**Run 1: placement by cell class**

Scale bar: 50 um. Fill, decap, tap and diode cells in gray.
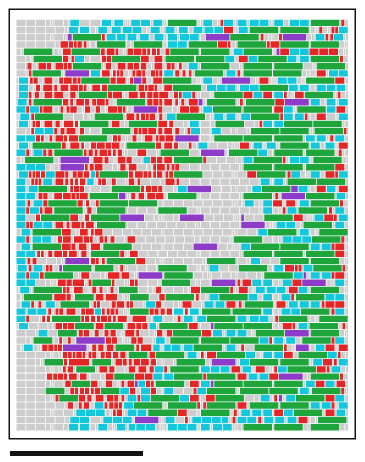
**Run 1: cell placement**

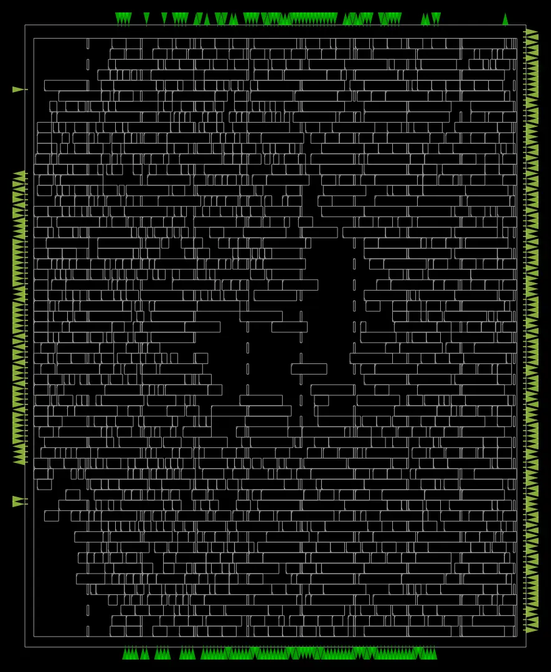
**Run 1: met1 routing**

Supply wires on this layer in gray.
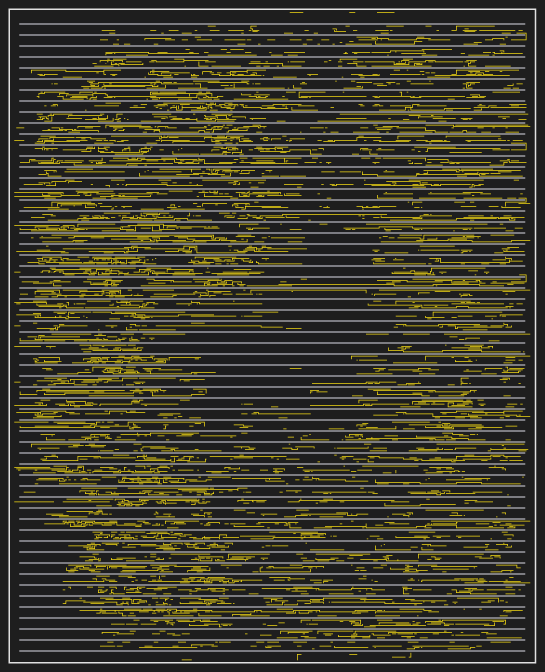
File: config.mk
export PLATFORM = sky130hd
export DESIGN_NAME = miu_bus_dma
export DESIGN_NICKNAME = d
export VERILOG_FILES = /design/src/rtl/miu_bus_dma.sv
export SDC_FILE = /design/constraint.sdc
export NUM_CORES = 1
export LEC_CHECK = 0
export CAP_MARGIN = 20
export CORE_ASPECT_RATIO = 1.25
export CORE_MARGIN = 2
export CORE_UTILIZATION = 51
export DETAILED_ROUTE_END_ITERATION = 7
export PLACE_DENSITY = 0.87
export SYNTH_ARGS = -nofsm -noshare
export SYNTH_HDL_FRONTEND = slang
export SYNTH_SLANG_ARGS = --single-unit
File: constraint.sdc
create_clock -name clk -period 10.3 [get_ports clk]
set_input_delay 1.03 -clock clk [delete_from_list [all_inputs] [get_ports clk]]
set_output_delay 1.03 -clock clk [all_outputs]
set_load 0.02 [all_outputs]
File: src/rtl/miu_bus_dma.sv
// miu_bus_dma: quadword block-move initiator on the MIU bus_* interface.
// Copies (read-then-write per quadword) or fills (back-to-back writes of a
// fixed pattern) a contiguous, 8-byte aligned region of 64-bit quadwords.
//
// Ports:
//   clk, reset      clock, synchronous active-high reset
//   cfg_src/dst     source/destination byte addresses (sampled on start)
//   cfg_len         quadword count (0 = no-op)
//   cfg_fill        1 = fill with cfg_pattern, 0 = copy
//   cfg_pattern     fill value
//   cfg_start       single-cycle start request, honoured only when idle
//   busy/done/err   status: busy while moving, one-cycle done, sticky err
//   bus_*           MIU initiator request port; bus_rdata is returned the
//                   cycle after a read is accepted
module miu_bus_dma #(
  parameter int LEN_BITS = 16,
  parameter int ADDR_W   = 32,
  parameter int DATA_W   = 64
) (
  input  logic                clk,
  input  logic                reset,
  input  logic [ADDR_W-1:0]   cfg_src,
  input  logic [ADDR_W-1:0]   cfg_dst,
  input  logic [LEN_BITS-1:0] cfg_len,
  input  logic                cfg_fill,
  input  logic [DATA_W-1:0]   cfg_pattern,
  input  logic                cfg_start,
  output logic                busy,
  output logic                done,
  output logic                err,
  output logic [ADDR_W-1:0]   bus_addr,
  output logic                bus_valid,
  output logic [DATA_W-1:0]   bus_wdata,
  output logic [1:0]          bus_wsize,
  output logic                bus_write,
  input  logic [DATA_W-1:0]   bus_rdata,
  input  logic                bus_ready
);

  // Size encoding: 00 BYTE, 01 WORD, 10 LWRD, 11 QUAD.
  localparam logic [1:0] SIZE_QUAD = 2'b11;

  typedef enum logic [2:0] {IDLE, RD, RWAIT, WR, DONE} state_t;

  state_t                state, state_nxt;
  logic [ADDR_W-1:0]     src_q, dst_q;
  logic [LEN_BITS-1:0]   rem_q;
  logic [DATA_W-1:0]     data_q, pat_q;
  logic                  fill_q;
  logic                  err_q;
  logic                  accept;
  logic                  start_acc;
  logic                  misaligned;

  assign accept     = bus_valid & bus_ready;
  assign start_acc  = (state == IDLE) & cfg_start;
  // Source alignment only matters when the source is actually read.
  assign misaligned = (cfg_dst[2:0] != 3'b000) |
                      (~cfg_fill & (cfg_src[2:0] != 3'b000));

  always_comb begin
    state_nxt = state;
    case (state)
      IDLE: begin
        if (cfg_start) begin
          if (misaligned || (cfg_len == '0)) state_nxt = DONE;
          else if (cfg_fill)                 state_nxt = WR;
          else                               state_nxt = RD;
        end
      end
      RD:    if (accept) state_nxt = RWAIT;
      RWAIT: state_nxt = WR;
      WR: begin
        if (accept) begin
          if (rem_q == LEN_BITS'(1)) state_nxt = DONE;
          else if (fill_q)           state_nxt = WR;
          else                       state_nxt = RD;
        end
      end
      DONE:    state_nxt = IDLE;
      default: state_nxt = IDLE;
    endcase
  end

  // Request fields are pure functions of state and registers that only move
  // on acceptance, so they hold steady for the whole of a stall.
  always_comb begin
    bus_valid = 1'b0;
    bus_write = 1'b0;
    bus_addr  = '0;
    bus_wdata = '0;
    bus_wsize = SIZE_QUAD;
    busy      = 1'b0;
    done      = 1'b0;
    err       = err_q;
    case (state)
      RD: begin
        bus_valid = 1'b1;
        bus_addr  = src_q;
        busy      = 1'b1;
      end
      RWAIT: busy = 1'b1;
      WR: begin
        bus_valid = 1'b1;
        bus_write = 1'b1;
        bus_addr  = dst_q;
        bus_wdata = fill_q ? pat_q : data_q;
        busy      = 1'b1;
      end
      DONE:    done = 1'b1;
      default: ;
    endcase
  end

  // Control registers: state, sticky error, remaining count.
  always_ff @(posedge clk) begin
    if (reset) begin
      state <= IDLE;
      err_q <= 1'b0;
      rem_q <= '0;
    end else begin
      state <= state_nxt;
      if (start_acc) begin
        err_q <= misaligned;
        rem_q <= cfg_len;
      end else if ((state == WR) && accept) begin
        rem_q <= rem_q - LEN_BITS'(1);
      end
    end
  end

  // Datapath registers: outputs are masked to zero outside RD/WR, so these
  // need no reset.
  always_ff @(posedge clk) begin
    if (start_acc) begin
      src_q  <= cfg_src;
      dst_q  <= cfg_dst;
      fill_q <= cfg_fill;
      pat_q  <= cfg_pattern;
    end else if ((state == WR) && accept) begin
      src_q <= src_q + ADDR_W'(8);
      dst_q <= dst_q + ADDR_W'(8);
    end
    // Read data arrives the cycle after the read is accepted.
    if (state == RWAIT) data_q <= bus_rdata;
  end

endmodule

==> summary.txt, run 1 <==
Implementation progress

The first-pass GRT wire length stands at 42.4 mm. The analysis attributes to cell leakage a power of 4.90 nW. The proportion of layout cells with a drive suffix above 1 stands at 4.65%.

The power drawn by the clock network stands at 824 uW. The met3 usage stands at 6.29%. STA classifies the critical path endpoint as a flop. Summing the sequential cell areas from Yosys gives 61.4% of the chip area.

Before placement the cells fill 52.0% of the core. After detailed routing, no signal wire sits above met4. The register-to-register setup slack stands at 6.71 ns. The share of total power dissipated in combinational logic is 13.5%.

The endpoint identified for the worst register-to-register timing path is rem_q[3]. At the end of the flow, the number of nets in the layout was 1383. The area taken by flip-flops and latches stands at 6200 um^2. The sequential power share stands at 49.2%. Sorting the synthesized cells by area gives the leading types as sky130_fd_sc_hd__edfxtp_1, sky130_fd_sc_hd__mux2i_1, sky130_fd_sc_hd__nor2_1.

STA shows the worst min-delay path finishing at rem_q[9]. The average via count per standard cell stands at 5.52. The final critical-path setup slack stands at 6.21 ns.

The run finished with clean final reports. The number of buffers other than clock buffers in the final layout stands at 323. For this run, combinational gates with multiple inputs come to 596.

The non-clock inverters instantiated in the layout total 10. The total routed wire length on the met1 layer stands at 10.3 mm. Note that the worst hold path type here is reg2reg. The routed wire length on met2 stands at 14.2 mm. The critical path contains buffers and inverters numbering 5 combined.

The OpenROAD report gives the critical path a data arrival time of 4.43 ns. The combinational power reported by the tool is 299 uW. The final global-route overflow total stands at 0. Summing over the stages, the warning tally comes to 29.

In the global route stage, overall resource usage came out at 26.0%. The total negative setup slack stands at 0 ns. Per the skew report, the later register of the worst-skew pair sees a clock latency of 0.51 ns. In the final run the clock tree shows a worst skew of 0.0199 ns. In this run the count of I/O pins placed on the die edge is 316. The timing report attributes the biggest portion of critical-path delay to buffers and inverters. For this design, Yosys synthesis ends with a cell count of 870. The clock-cell share of area stands at 5.24%. sky130_fd_sc_hd__edfxtp_1 takes more of the synthesized area than any other cell. The internal power component stands at 1.68 mW.
Notes on 'placement by cell class' above:
legend:
  green:
    class: flip-flops
    cells: 213
    share_of_their_area: 45%
  purple:
    class: clock drivers and dummy loads
    cells: 40
    share_of_their_area: 5.4%
  cyan:
    class: other buffers and delay cells
    cells: 323
    share_of_their_area: 23%
  red:
    class: all other logic
    cells: 606
    share_of_their_area: 27%
final core utilization: 73.1%
cell area after layout: 14200 um^2
core area: 19400 um^2
register fraction of the total cell area: 43.7%
FP Rows: 57

Notes on 'cell placement' above:
number of well taps: 265
Seq cells: 213

Notes on 'met1 routing' above:
wire length on this layer: 10300 um
nets with wire on the layer: 1236
longest straight run: 46.5 um
main direction: horizontal
share of all routed wire: 36%
Total Wirelength: 28.3 mm
vias after detailed routing: 7996
fraction of met1 tracks used by global routing: 29.5%

==> run 2: changes to the inputs <==
--- a/config.mk
+++ b/config.mk
@@ -8,9 +8,9 @@
 export CAP_MARGIN = 20
 export CORE_ASPECT_RATIO = 1.25
 export CORE_MARGIN = 2
-export CORE_UTILIZATION = 51
+export CORE_UTILIZATION = 43
 export DETAILED_ROUTE_END_ITERATION = 7
-export PLACE_DENSITY = 0.87
+export PLACE_DENSITY = 0.78
 export SYNTH_ARGS = -nofsm -noshare
 export SYNTH_HDL_FRONTEND = slang
 export SYNTH_SLANG_ARGS = --single-unit
==> constraint.sdc (replaced) <==
create_clock -name clk -period 3.7 [get_ports clk]
set_input_delay 0.37 -clock clk [delete_from_list [all_inputs] [get_ports clk]]
set_output_delay 0.37 -clock clk [all_outputs]
set_load 0.02 [all_outputs]
==> run 2 against run 1 <==
Clock skew is 0.010 ns lower; cell count is 1.6% higher; die area is 18% higher; critical endpoint is now bus_wdata[38]; clock-buffer cell count is 1 lower; hold slack worse by 0.075 ns; highest routed layer unchanged; clock power is 150% higher; first-iteration DRC count is 2.9% lower; total power went up to 2.7 times the previous value; register-to-register slack worse by 5.6 ns; cell area is 0.11% lower; sequential power went up to 2.8 times the previous value; largest power group unchanged.
==> summary.txt, run 2 <==
Implementation progress

The fraction of met1 tracks used by global routing stands at 25.8%. In this run the worst hold path is classified as in2reg. The floorplan core area stands at 23000 um^2. The detailed router reported a total wirelength of 27.9 mm. The main area contributors are sky130_fd_sc_hd__edfxtp_1, sky130_fd_sc_hd__mux2i_1, sky130_fd_sc_hd__nor2_1. The register-to-register setup slack stands at 1.12 ns. 316 I/O pins were placed. The part of the total power dissipated in combinational logic stands at 14.5%. The proportion of layout cells with a drive suffix above 1 stands at 4.40%. The final critical-path setup slack stands at 0.495 ns. The design has 213 sequential cells.

The sequential cell area fraction in the yosys report stands at 61.4%. The met3 usage stands at 5.13%. The first global-routing pass estimated 42.1 mm of wire. The count of inserted tapcells stands at 288.

The average via count per standard cell stands at 5.36. The number of signal-net inverters in the final layout stands at 10. The total negative setup slack stands at 0 ns. Per the OpenROAD power report, leakage power amounts to 4.88 nW.

For hold timing, the worst endpoint is pat_q[31]. The number of buffers and inverters on the critical path is 2. STA lists the endpoint of the worst register-to-register path as rem_q[3]. The run finished with clean final reports. sky130_fd_sc_hd__edfxtp_1 takes more of the synthesized area than any other cell.

The clock-cell share of area stands at 4.50%. The number of buffers other than clock buffers in the final layout stands at 326. Signal nets in the final route climb as high as met4.

The timing report attributes the biggest portion of critical-path delay to buffers and inverters. The finished cells cover 14200 um^2. The flow reports power dissipated in the clock network as 2.02 mW.

The area taken by flip-flops and latches stands at 6200 um^2.
**Run 2: met1 routing**

Supply wires on this layer in gray.
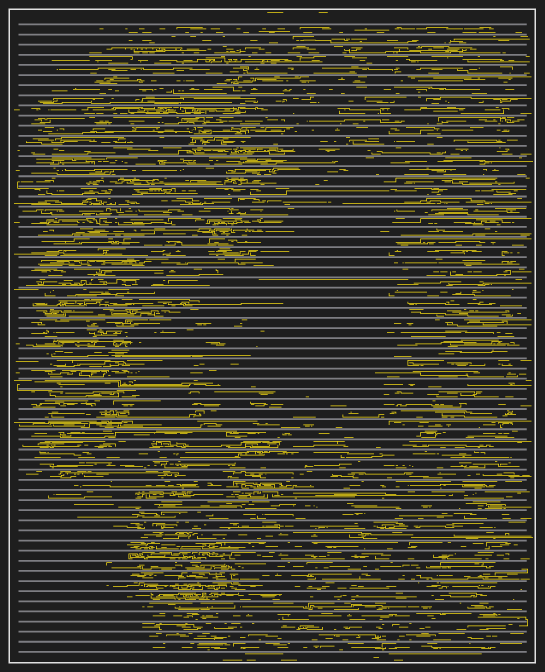
longest straight run: 40.0 um
wire length on this layer: 10500 um
share of all routed wire: 38%
nets with wire on the layer: 1243

**Run 2: cell placement**

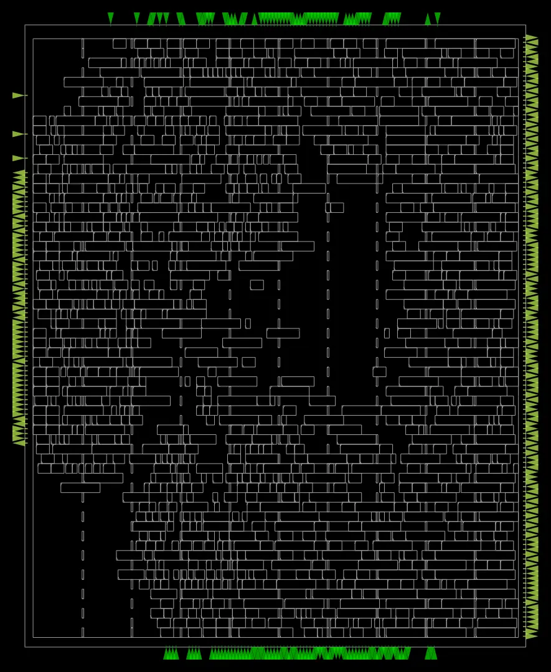
final core utilization: 61.5%
register fraction of the total cell area: 43.7%
FP Rows: 62
final standard cell count with taps included and fillers excluded: 1471

**Run 2: placement by cell class**

Scale bar: 50 um. Fill, decap, tap and diode cells in gray.
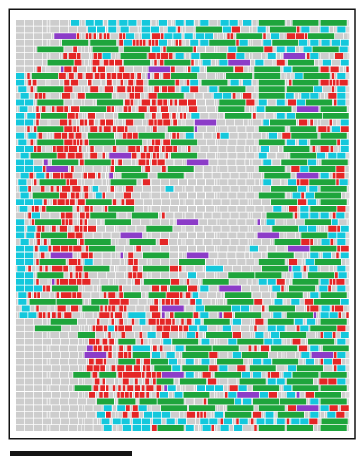
legend:
  cyan:
    class: other buffers and delay cells
    cells: 326
    share_of_their_area: 24%
  green:
    class: flip-flops
    cells: 213
    share_of_their_area: 45%
  purple:
    class: clock drivers and dummy loads
    cells: 38
    share_of_their_area: 4.6%
  red:
    class: all other logic
    cells: 606
    share_of_their_area: 27%

Power is estimated from default activity; no workload was simulated.
